$ cat src/rtl/multi_channel_timer_if.sv
// -----------------------------------------------------------------------------
// multi_channel_timer_if
// Groups the configuration inputs and status outputs of multi_channel_timer.
//   master : drives configuration (prescaler_selector, ch_enable, ch_mode,
//            ch_limit, ch_duty, irq_clear) and observes status
//   slave  : the timer; receives configuration, drives interrupt_request,
//            irq_any, TLTF, pwm_out, ch_busy
// Channel fields are packed LSB-first: channel i occupies
//   ch_mode[2*i +: 2], ch_limit/ch_duty[CNT_WIDTH*i +: CNT_WIDTH].
// -----------------------------------------------------------------------------
interface multi_channel_timer_if #(
    parameter int NUM_CH          = 4,
    parameter int CNT_WIDTH       = 16,
    parameter int PRESCALER_WIDTH = 3
);
    logic [PRESCALER_WIDTH-1:0]  prescaler_selector;
    logic [NUM_CH-1:0]           ch_enable;
    logic [2*NUM_CH-1:0]         ch_mode;
    logic [CNT_WIDTH*NUM_CH-1:0] ch_limit;
    logic [CNT_WIDTH*NUM_CH-1:0] ch_duty;
    logic [NUM_CH-1:0]           irq_clear;

    logic [NUM_CH-1:0]           interrupt_request;
    logic                        irq_any;
    logic [NUM_CH-1:0]           TLTF;
    logic [NUM_CH-1:0]           pwm_out;
    logic [NUM_CH-1:0]           ch_busy;

    modport master (
        output prescaler_selector, ch_enable, ch_mode, ch_limit, ch_duty, irq_clear,
        input  interrupt_request, irq_any, TLTF, pwm_out, ch_busy
    );

    modport slave (
        input  prescaler_selector, ch_enable, ch_mode, ch_limit, ch_duty, irq_clear,
        output interrupt_request, irq_any, TLTF, pwm_out, ch_busy
    );
endinterface

$ cat src/rtl/multi_channel_timer.sv
// -----------------------------------------------------------------------------
// multi_channel_timer
// NUM_CH independent up-counting timer channels sharing one prescaler tick.
// Per-channel modes: 0 overflow-periodic, 1 compare-periodic, 2 one-shot,
// 3 PWM. A terminal event sets the sticky interrupt_request bit and toggles
// the TLTF bit on the same edge that the counter wraps to 0.
//
// Ports
//   clk  : single clock, all state on the rising edge
//   rst  : synchronous active-high reset
//   bus  : multi_channel_timer_if.slave (configuration in, status out)
//
// Build option
//   TIMER_PWM_EN : when defined, mode 3 drives pwm_out from a duty compare.
//                  When undefined, pwm_out is tied 0, ch_duty is ignored and
//                  mode 3 behaves exactly as mode 1.
//
// One-shot FSM (one per channel)
//   state   | meaning
//   OS_IDLE | not armed (disabled, not in mode 2, or arming this edge)
//   OS_BUSY | one-shot counting toward terminal, ch_busy = 1
//   OS_DONE | event delivered; parked until enable drops or mode leaves 2
// -----------------------------------------------------------------------------
module multi_channel_timer #(
    parameter int NUM_CH          = 4,
    parameter int CNT_WIDTH       = 16,
    parameter int PRESCALER_WIDTH = 3
) (
    input  logic                  clk,
    input  logic                  rst,
    multi_channel_timer_if.slave  bus
);

    localparam logic [CNT_WIDTH-1:0] CNT_MAX = '1;

    typedef enum logic [1:0] {
        OS_IDLE = 2'd0,
        OS_BUSY = 2'd1,
        OS_DONE = 2'd2
    } os_state_t;

    // ------------------------------------------------------------------
    // Shared prescaler
    // ------------------------------------------------------------------
    logic [9:0]        r_presc;
    logic [9:0]        w_presc_mask;
    logic              w_presc_run;
    logic              w_tick;

    logic [NUM_CH-1:0] w_irq_vec;
    logic [NUM_CH-1:0] w_tltf_vec;
    logic [NUM_CH-1:0] w_pwm_vec;
    logic [NUM_CH-1:0] w_busy_vec;

    // The mask holds log2(divisor) low ones; divisor 1 gives an empty mask,
    // which makes the tick compare true every cycle.
    always_comb begin
        w_presc_mask = 10'd0;
        case (bus.prescaler_selector)
            PRESCALER_WIDTH'(1): w_presc_mask = 10'h007;
            PRESCALER_WIDTH'(2): w_presc_mask = 10'h03F;
            PRESCALER_WIDTH'(3): w_presc_mask = 10'h0FF;
            PRESCALER_WIDTH'(4): w_presc_mask = 10'h3FF;
            default:             w_presc_mask = 10'd0;
        endcase
    end

    assign w_presc_run = (|bus.ch_enable) && (w_presc_mask != 10'd0);
    assign w_tick      = ((r_presc & w_presc_mask) == w_presc_mask);

    always_ff @(posedge clk) begin
        if (rst) begin
            r_presc <= 10'd0;
        end else if (w_presc_run) begin
            r_presc <= r_presc + 10'd1;
        end
    end

    // ------------------------------------------------------------------
    // Channels
    // ------------------------------------------------------------------
    genvar gi;
    generate
        for (gi = 0; gi < NUM_CH; gi++) begin : g_ch
            logic                 w_en;
            logic [1:0]           w_mode;
            logic [CNT_WIDTH-1:0] w_limit;
            logic [CNT_WIDTH-1:0] w_term;
            logic [CNT_WIDTH-1:0] w_cnt_nxt;
            logic                 w_counting;
            logic                 w_event;
            logic [CNT_WIDTH-1:0] r_cnt;
            logic                 r_irq;
            logic                 r_tltf;
            os_state_t            r_os_state;
            os_state_t            w_os_next;

            assign w_en    = bus.ch_enable[gi];
            assign w_mode  = bus.ch_mode[2*gi +: 2];
            assign w_limit = bus.ch_limit[CNT_WIDTH*gi +: CNT_WIDTH];

            // Mode 0 always runs the full range; a zero limit would
            // underflow, so it is treated as full range as well.
            assign w_term = ((w_mode == 2'd0) || (w_limit == '0)) ?
                            CNT_MAX : (w_limit - CNT_WIDTH'(1));

            // A one-shot channel only advances while its FSM is armed.
            assign w_counting = w_en && w_tick &&
                                ((w_mode != 2'd2) || (r_os_state == OS_BUSY));

            // >= rather than == so a counter left above a freshly lowered
            // terminal wraps at the next tick instead of running to overflow.
            assign w_event = w_counting && (r_cnt >= w_term);

            always_comb begin
                w_cnt_nxt = r_cnt;
                if (!w_en) begin
                    w_cnt_nxt = '0;
                end else if (w_event) begin
                    w_cnt_nxt = '0;
                end else if (w_counting) begin
                    w_cnt_nxt = r_cnt + CNT_WIDTH'(1);
                end
            end

            always_ff @(posedge clk) begin
                if (rst) begin
                    r_cnt  <= '0;
                    r_irq  <= 1'b0;
                    r_tltf <= 1'b0;
                end else begin
                    r_cnt <= w_cnt_nxt;
                    // A new event wins over a coincident clear.
                    if (w_event) begin
                        r_irq <= 1'b1;
                    end else if (bus.irq_clear[gi]) begin
                        r_irq <= 1'b0;
                    end
                    if (w_event) begin
                        r_tltf <= ~r_tltf;
                    end
                end
            end

            // One-shot FSM: state register
            always_ff @(posedge clk) begin
                if (rst) begin
                    r_os_state <= OS_IDLE;
                end else begin
                    r_os_state <= w_os_next;
                end
            end

            // One-shot FSM: next state. Reaching IDLE while enabled in mode 2
            // can only happen on a fresh enable or a fresh entry into mode 2,
            // so IDLE arms unconditionally under those conditions.
            always_comb begin
                w_os_next = r_os_state;
                if (!w_en || (w_mode != 2'd2)) begin
                    w_os_next = OS_IDLE;
                end else begin
                    case (r_os_state)
                        OS_IDLE: w_os_next = OS_BUSY;
                        OS_BUSY: if (w_event) w_os_next = OS_DONE;
                        OS_DONE: w_os_next = OS_DONE;
                        default: w_os_next = OS_IDLE;
                    endcase
                end
            end

            assign w_irq_vec[gi]  = r_irq;
            assign w_tltf_vec[gi] = r_tltf;
            assign w_busy_vec[gi] = (r_os_state == OS_BUSY);

`ifdef TIMER_PWM_EN
            logic [CNT_WIDTH-1:0] w_duty;
            logic                 r_pwm;

            assign w_duty = bus.ch_duty[CNT_WIDTH*gi +: CNT_WIDTH];

            // Registered against the next counter value so the waveform
            // stays aligned with the counter it is derived from.
            always_ff @(posedge clk) begin
                if (rst) begin
                    r_pwm <= 1'b0;
                end else begin
                    r_pwm <= w_en && (w_mode == 2'd3) && (w_cnt_nxt < w_duty);
                end
            end

            assign w_pwm_vec[gi] = r_pwm;
`else
            assign w_pwm_vec[gi] = 1'b0;
`endif
        end
    endgenerate

`ifndef TIMER_PWM_EN
    // Duty is meaningless without the PWM comparators.
    logic w_unused_duty;
    assign w_unused_duty = ^bus.ch_duty;
`endif

    assign bus.interrupt_request = w_irq_vec;
    assign bus.irq_any           = |w_irq_vec;
    assign bus.TLTF              = w_tltf_vec;
    assign bus.pwm_out           = w_pwm_vec;
    assign bus.ch_busy           = w_busy_vec;

endmodule
$ cat src/flat_wrapper.sv
// flat-port wrapper written by rule: the top's interface ports become plain ports
module multi_channel_timer_flat 
#(
    parameter int NUM_CH          = 4,
    parameter int CNT_WIDTH       = 16,
    parameter int PRESCALER_WIDTH = 3
)
  (clk, rst, bus_prescaler_selector, bus_ch_enable, bus_ch_mode, bus_ch_limit, bus_ch_duty, bus_irq_clear, bus_interrupt_request, bus_irq_any, bus_TLTF, bus_pwm_out, bus_ch_busy);
  multi_channel_timer_if #(.NUM_CH(NUM_CH), .CNT_WIDTH(CNT_WIDTH), .PRESCALER_WIDTH(PRESCALER_WIDTH)) bus_i ();
  input  logic clk;
  input  logic rst;
  input wire logic [$bits(bus_i.prescaler_selector)-1:0] bus_prescaler_selector;
  input wire logic [$bits(bus_i.ch_enable)-1:0] bus_ch_enable;
  input wire logic [$bits(bus_i.ch_mode)-1:0] bus_ch_mode;
  input wire logic [$bits(bus_i.ch_limit)-1:0] bus_ch_limit;
  input wire logic [$bits(bus_i.ch_duty)-1:0] bus_ch_duty;
  input wire logic [$bits(bus_i.irq_clear)-1:0] bus_irq_clear;
  output wire logic [$bits(bus_i.interrupt_request)-1:0] bus_interrupt_request;
  output wire logic [$bits(bus_i.irq_any)-1:0] bus_irq_any;
  output wire logic [$bits(bus_i.TLTF)-1:0] bus_TLTF;
  output wire logic [$bits(bus_i.pwm_out)-1:0] bus_pwm_out;
  output wire logic [$bits(bus_i.ch_busy)-1:0] bus_ch_busy;
  assign bus_i.prescaler_selector = bus_prescaler_selector;
  assign bus_i.ch_enable = bus_ch_enable;
  assign bus_i.ch_mode = bus_ch_mode;
  assign bus_i.ch_limit = bus_ch_limit;
  assign bus_i.ch_duty = bus_ch_duty;
  assign bus_i.irq_clear = bus_irq_clear;
  assign bus_interrupt_request = bus_i.interrupt_request;
  assign bus_irq_any = bus_i.irq_any;
  assign bus_TLTF = bus_i.TLTF;
  assign bus_pwm_out = bus_i.pwm_out;
  assign bus_ch_busy = bus_i.ch_busy;
  multi_channel_timer #(.NUM_CH(NUM_CH), .CNT_WIDTH(CNT_WIDTH), .PRESCALER_WIDTH(PRESCALER_WIDTH)) u_core (.clk(clk), .rst(rst), .bus(bus_i));
endmodule
$ cat config.mk
export PLATFORM = sky130hd
export DESIGN_NAME = multi_channel_timer_flat
export DESIGN_NICKNAME = d
export VERILOG_FILES = /design/src/rtl/multi_channel_timer_if.sv /design/src/rtl/multi_channel_timer.sv /design/src/flat_wrapper.sv
export SDC_FILE = /design/constraint.sdc
export NUM_CORES = 1
export LEC_CHECK = 0
export CAP_MARGIN = 15
export CORE_MARGIN = 8
export CORE_UTILIZATION = 50
export CTS_BUF_LIST = sky130_fd_sc_hd__clkbuf_4 sky130_fd_sc_hd__clkbuf_8
export DETAILED_ROUTE_END_ITERATION = 6
export PLACE_DENSITY = 0.8
export SLEW_MARGIN = 15
export SYNTH_ARGS = -nofsm -noshare
export SYNTH_HDL_FRONTEND = slang
export SYNTH_SLANG_ARGS = --single-unit
$ cat constraint.sdc
create_clock -name clk -period 5.78 [get_ports clk]
set_input_delay 0.867 -clock clk [delete_from_list [all_inputs] [get_ports clk]]
set_output_delay 0.867 -clock clk [all_outputs]
set_load 0.05 [all_outputs]
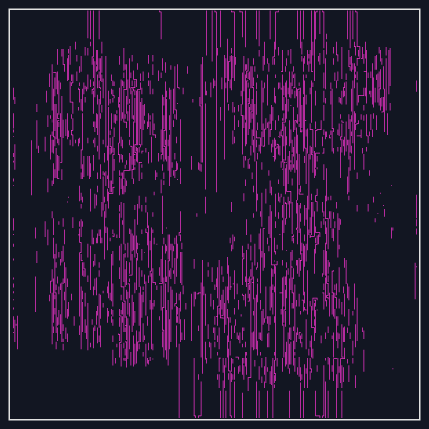
(run_1/met2.png)
Drawn at 3 px/um.
wire length on this layer = 7,600 um
longest straight run = 60.0 um
nets with wire on the layer = 970
vias: 6,639
met2 usage: 30.2%
post-detailed-routing wire length: 16,100 um

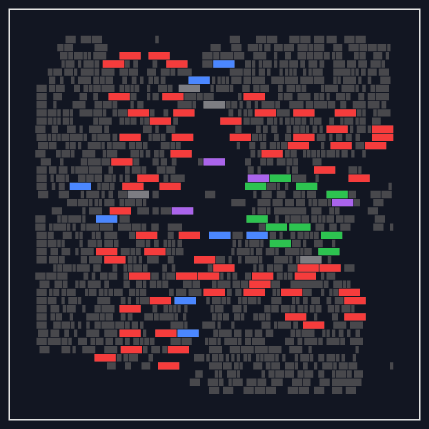
(run_1/registers.png)
Drawn at 3 px/um. Other sequential cells in the stronger gray, the rest of the logic in the fainter gray.
purple -> u_core.g_ch.r_irq  # placed flops 4, where center
blue -> u_core.g_ch.r_os_state  # placed flops 8
green -> u_core.r_presc  # placed flops 10
red -> u_core.g_ch.r_cnt  # placed flops 64
not colored = 4
Seq area share: 21.1%
Seq power: 626 uW
Sequential cell area: 1800 sq um
final core occ: 59.6%

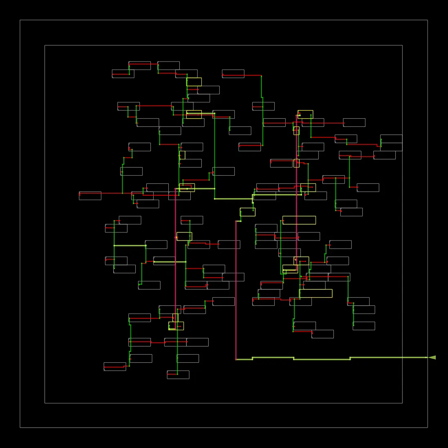
(run_1/final_clocks.png)
cts bufs inserted: 9
final worst clock skew: 0.00984 ns
clock distribution power: 481 uW
count of clock-net buffers in the final layout: 10

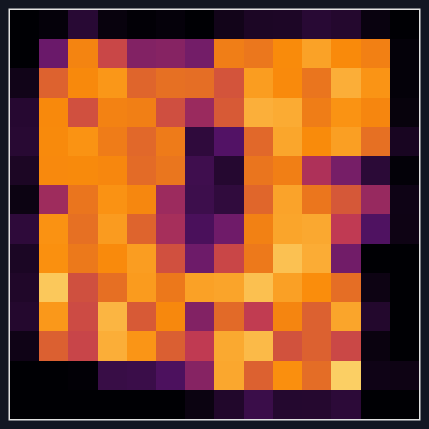
(run_1/density.png)
Drawn at 3 px/um. The die is cut into 14 by 14 equal tiles; black is low, pale yellow is high, 0 to 100% covered.
tiles over 75% full = 19%
densest ninth of the die = west
nearly empty tiles = 14%
fullest tile = 90%
mean over tiles = 45%

==> out/metrics.yaml, run 1 <==
run_status: "finished clean"
synthAdderAreaFrac_pct: 14.0
ys_warn_count: 0
initCoreUtil_pct: 50.6
grt_antenna_before_repair: 0
number_of_flops_mapped_to_enable_cells_by_yosys: 0
fp.dieH_um: 136
fin_nets: 1253
nFillCells: 1326
detail_route.vias_per_cell: 5.48
dr.max_layer_used: "met4"
regMostFlops: "u_core.g_ch.r_cnt"
worst-endpoint-arrival_ns: 5.18
ys.flop_type: "dfxtp_1"
grt_use_total_pct: 17.7
cts-hold-fix-buffers: 0
switching_part_of_the_total_pct: 26.4
synth.area.mux_share_pct: 1.83
globalRouteMet3Util_pct: 3.18
biggest_registers_after_layout: "u_core.g_ch.r_cnt x64, u_core.r_presc x10, u_core.g_ch.r_os_state x8"
post_dr_wirelength_cell_um: 13.3
drt-initial-drc-count: 398
place.gp.congestion: 0.839
worstPathMaxFanout: 15
ff_count: 90
clock_power_share_pct: 36.1
worstMarginPinSlew_ns: 1.07
final_layout_top_logic_cells: "nor2_1 (137), clkdlybuf4s50_1 (97), dfxtp_1 (90)"
core_area_sq_um: 14300
critPathMostFrequentCell: "nor2_1"
n_multi_input_combinational_cell: 776
synthDominantAreaCellType: "dfxtp_1"
fin_tns_setup_ns: 0
synth.logic.top_family: "simple AND/OR/NAND/NOR gates"
min-delay-path-class: "reg -> reg"
cp_cell_sequence: "clkdlybuf4s50_1, or4_4, or4_1, nor2_1, nand2_1, o32ai_4, nor2_1, ha_1, a41oi_1, nand3_1, a211oi_1, a2111oi_0, buf_4, or2_2, nor2_1"
fin_ws_ns: 0.898
layoutNonFillerInstCount: 1212
critical_path_buf_inv_count: 2
detailed_place_hpwl_um: 12900
post_synth_num_cell_types: 60
chipArea_sq_um: 18600
yosys-stat-cells: 941
final_max_slew_viol_count: 0
compound_area_share_pct: 10.4
synth_flops: 90
maxClockFrequency_mhz: 205
globalRouteOverflowTotal: 0
io_pins: 166
log.warning_count: 94
combinationalPower_uw: 227
total_drc_errors_in_the_routed_layout: 0
ys_seq_share_pct: 24.9
met2RoutedLength_um: 7600
layout.buffer.nonclock.area_share_pct: 12.3
tritoncts: "done"
top_cells_by_area: "dfxtp_1 (25%), ha_1 (14%), xnor2_1 (8.1%), nor2_1 (7.1%), nor3_1 (6.1%)"
synthDominantCellAreaShare_pct: 24.9
use_met1_pct: 22.5
final_area_sq_um: 8530
multiInputGateArea_sq_um: 5090
cp_num_cells: 15
cp_data_required_time_ns: 6.08
cts.path.max_buffers: 2
placed_cell_area_sq_um: 8320
area_delta_synth_final_pct: 17.9
crit_path_end: "u_core.g_ch[1].r_cnt[2]"
tapcells: 184
clkLatencyLatePin_ns: 0.37
comb_area_share_pct: 59.7
final_hold_viol_count: 0
antenna_diode_count: 0
n_all_inverters: 39
die_width_um: 136
power_switching_uw: 352
wire_length_on_met3_um: 534
clkTransAtPathRegs_ns: 0.09
p_int_uw: 982
worst_path_largest_cell_delay_ns: 0.58
timing.setup.critical_path_class: "in -> reg"
power_frac_seq_pct: 46.9
number_of_global_route_vias_before_repair: 6268
final_layout_top_logic_cell: "nor2_1"
final_layout_size_suffix_gt1_share_pct: 4.47
detail-route-antenna-nets: 0
floorplan_row_count: 44
htreeDepth: 3
power_per_cell_area_nw_per_um2: 156
detailedPlace.worstSlack_ns: 0.515
cts_sinks: 90
hold_ws_ns: 0.464
max-cap-violations: 0
final_min_period_over_clock_period_pct: 84.5
==> run_1/pdn.png <==
Drawn at 3 px/um. Pins as bars on the die edge.
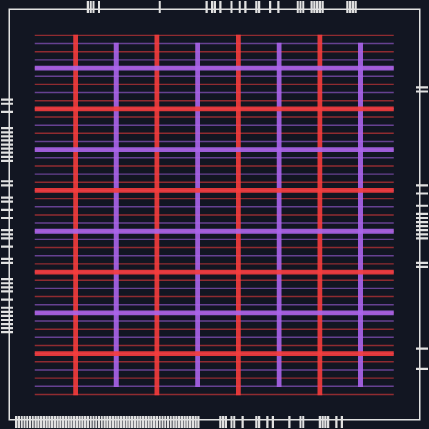

==> run 1 -> run 2 <==
CORE_UTILIZATION = 48   (was 50)
clock period = 4.4 ns   (was 5.78 ns; I/O delays follow)
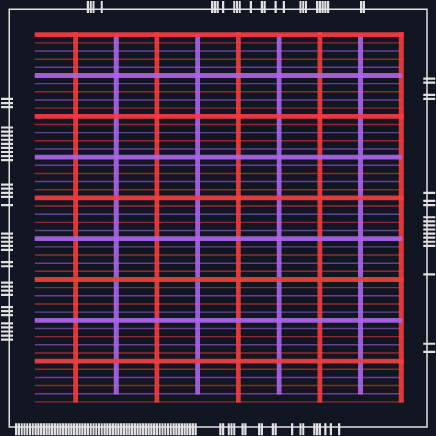
(run_2/pdn.png)
Drawn at 3 px/um. Pins as bars on the die edge.
red -> VSS
purple -> VDD
met4 straps = 9
met5 straps = 9
signal pins = 166
rows = 45
chip width: 139 um
VDD IR-drop max: 0.139 mV
Vert. Die Dim: 139 um

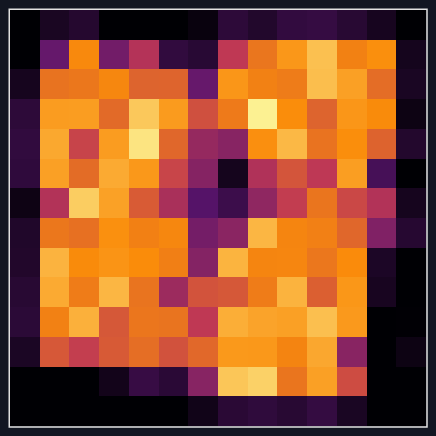
(run_2/density.png)
Drawn at 3 px/um. The die is cut into 14 by 14 equal tiles; black is low, pale yellow is high, 0 to 100% covered.
fullest tile = 97%
mean over tiles = 46%
nearly empty tiles = 13%
tiles over 75% full = 24%
densest ninth of the die = west

==> run 2 against run 1 <==
  * Worst hold slack better by 0.0011 ns
  * Largest cell class unchanged
  * Sequential power increased by 31%
  * Global-route usage down 0.33 points
  * Count of clock-buffer cells in the layout is 1 higher
  * Clock power up 35%
  * Critical path type unchanged
  * Design area rose by 6.6%
==> out/metrics.yaml, run 2 <==
grt_use_total_pct: 17.4  # -0.33 points
run_status: "finished clean"
wire_length_on_met3_um: 739  # +38%
max-cap-violations: 0  # unchanged
gr-usage-met2_pct: 30.3  # +0.045 points
crit_path_end: "u_core.g_ch[0].r_tltf"
synth.logic.top_family: "simple AND/OR/NAND/NOR gates"
final_hold_viol_count: 0  # unchanged
antenna_diode_count: 0  # unchanged
regMostFlops: "u_core.g_ch.r_cnt"
top_cells_by_area: "dfxtp_1 (25%), ha_1 (14%), xnor2_1 (8.1%), nor2_1 (7.1%), nor3_1 (6.1%)"
core_area_sq_um: 15000  # +4.6%
post_synth_num_cell_types: 60  # unchanged
chipArea_sq_um: 19300  # +3.7%
power_clock_uw: 648  # +35%
final_min_period_over_clock_period_pct: 97.1
fin_nets: 1312  # +4.7%
power.sequential.total_uw: 823  # +31%
synth.area.mux_share_pct: 1.83  # unchanged
grt_antenna_before_repair: 0  # unchanged
worst-endpoint-arrival_ns: 4.57  # -0.61 ns
cts.path.max_buffers: 2  # unchanged
log.warning_count: 94  # unchanged
hold_ws_ns: 0.465  # +0.00106 ns
seq_area_share_pct: 19.8  # -1.3 points
total_drc_errors_in_the_routed_layout: 0  # unchanged
worstPathMaxFanout: 5  # -10
final_layout_top_logic_cell: "nor2_1"
htreeDepth: 3  # unchanged
io_pins: 166  # unchanged
sequential_cell_area_sq_um: 1800  # unchanged
ys_warn_count: 0  # unchanged
power_per_cell_area_nw_per_um2: 198  # +27%
timing.setup.critical_path_class: "in -> reg"
synthDominantAreaCellType: "dfxtp_1"
multiInputGateArea_sq_um: 5160  # +1.4%
comb_area_share_pct: 56.8  # -2.9 points
synth_flops: 90  # unchanged
cp_num_cells: 15  # unchanged
final_layout_size_suffix_gt1_share_pct: 10.9  # +6.5 points
postLayoutCoreUtil_pct: 60.7  # +1.1 points
ys.flop_type: "dfxtp_1"
cts_sinks: 90  # unchanged
maxClockFrequency_mhz: 234
numCtsBuffers: 9  # unchanged
place.gp.congestion: 0.833  # -0.77%
drt-total-wl_um: 16800  # +3.9%
n_multi_input_combinational_cell: 777  # +0.13%
cp_data_required_time_ns: 4.70  # -1.38 ns
floorplan_row_count: 45  # +2.3%
use_met1_pct: 20.7  # -1.8 points
worstMarginPinSlew_ns: 0.824  # -0.242 ns
clock_power_share_pct: 35.9  # -0.2 points
worst_clock_skew_ns: 0.0127  # +0.00286 ns
tapcells: 188  # +2.2%
globalRouteOverflowTotal: 0  # unchanged
p_int_uw: 1330  # +35%
fin_tns_setup_ns: 0  # unchanged
number_of_flops_mapped_to_enable_cells_by_yosys: 0  # unchanged
globalRouteMet3Util_pct: 4.06  # +0.88 points
min-delay-path-class: "reg -> reg"
final_max_slew_viol_count: 0  # unchanged
yosys-stat-cells: 941  # unchanged
layoutNonFillerInstCount: 1275  # +5.2%
fin_ws_ns: 0.127  # -0.771 ns
nFillCells: 1324  # -0.15%
synthAdderAreaFrac_pct: 14.0  # unchanged
switching_part_of_the_total_pct: 26.3  # -0.14 points
post_dr_wirelength_cell_um: 13.1  # -1.2%
clkTransAtPathRegs_ns: 0.09  # about the same
clkLatencyLatePin_ns: 0.37  # about the same
detailedPlace.worstSlack_ns: -0.378  # -0.894 ns
Power figures rest on the tool's default switching activity, not on a simulated workload.
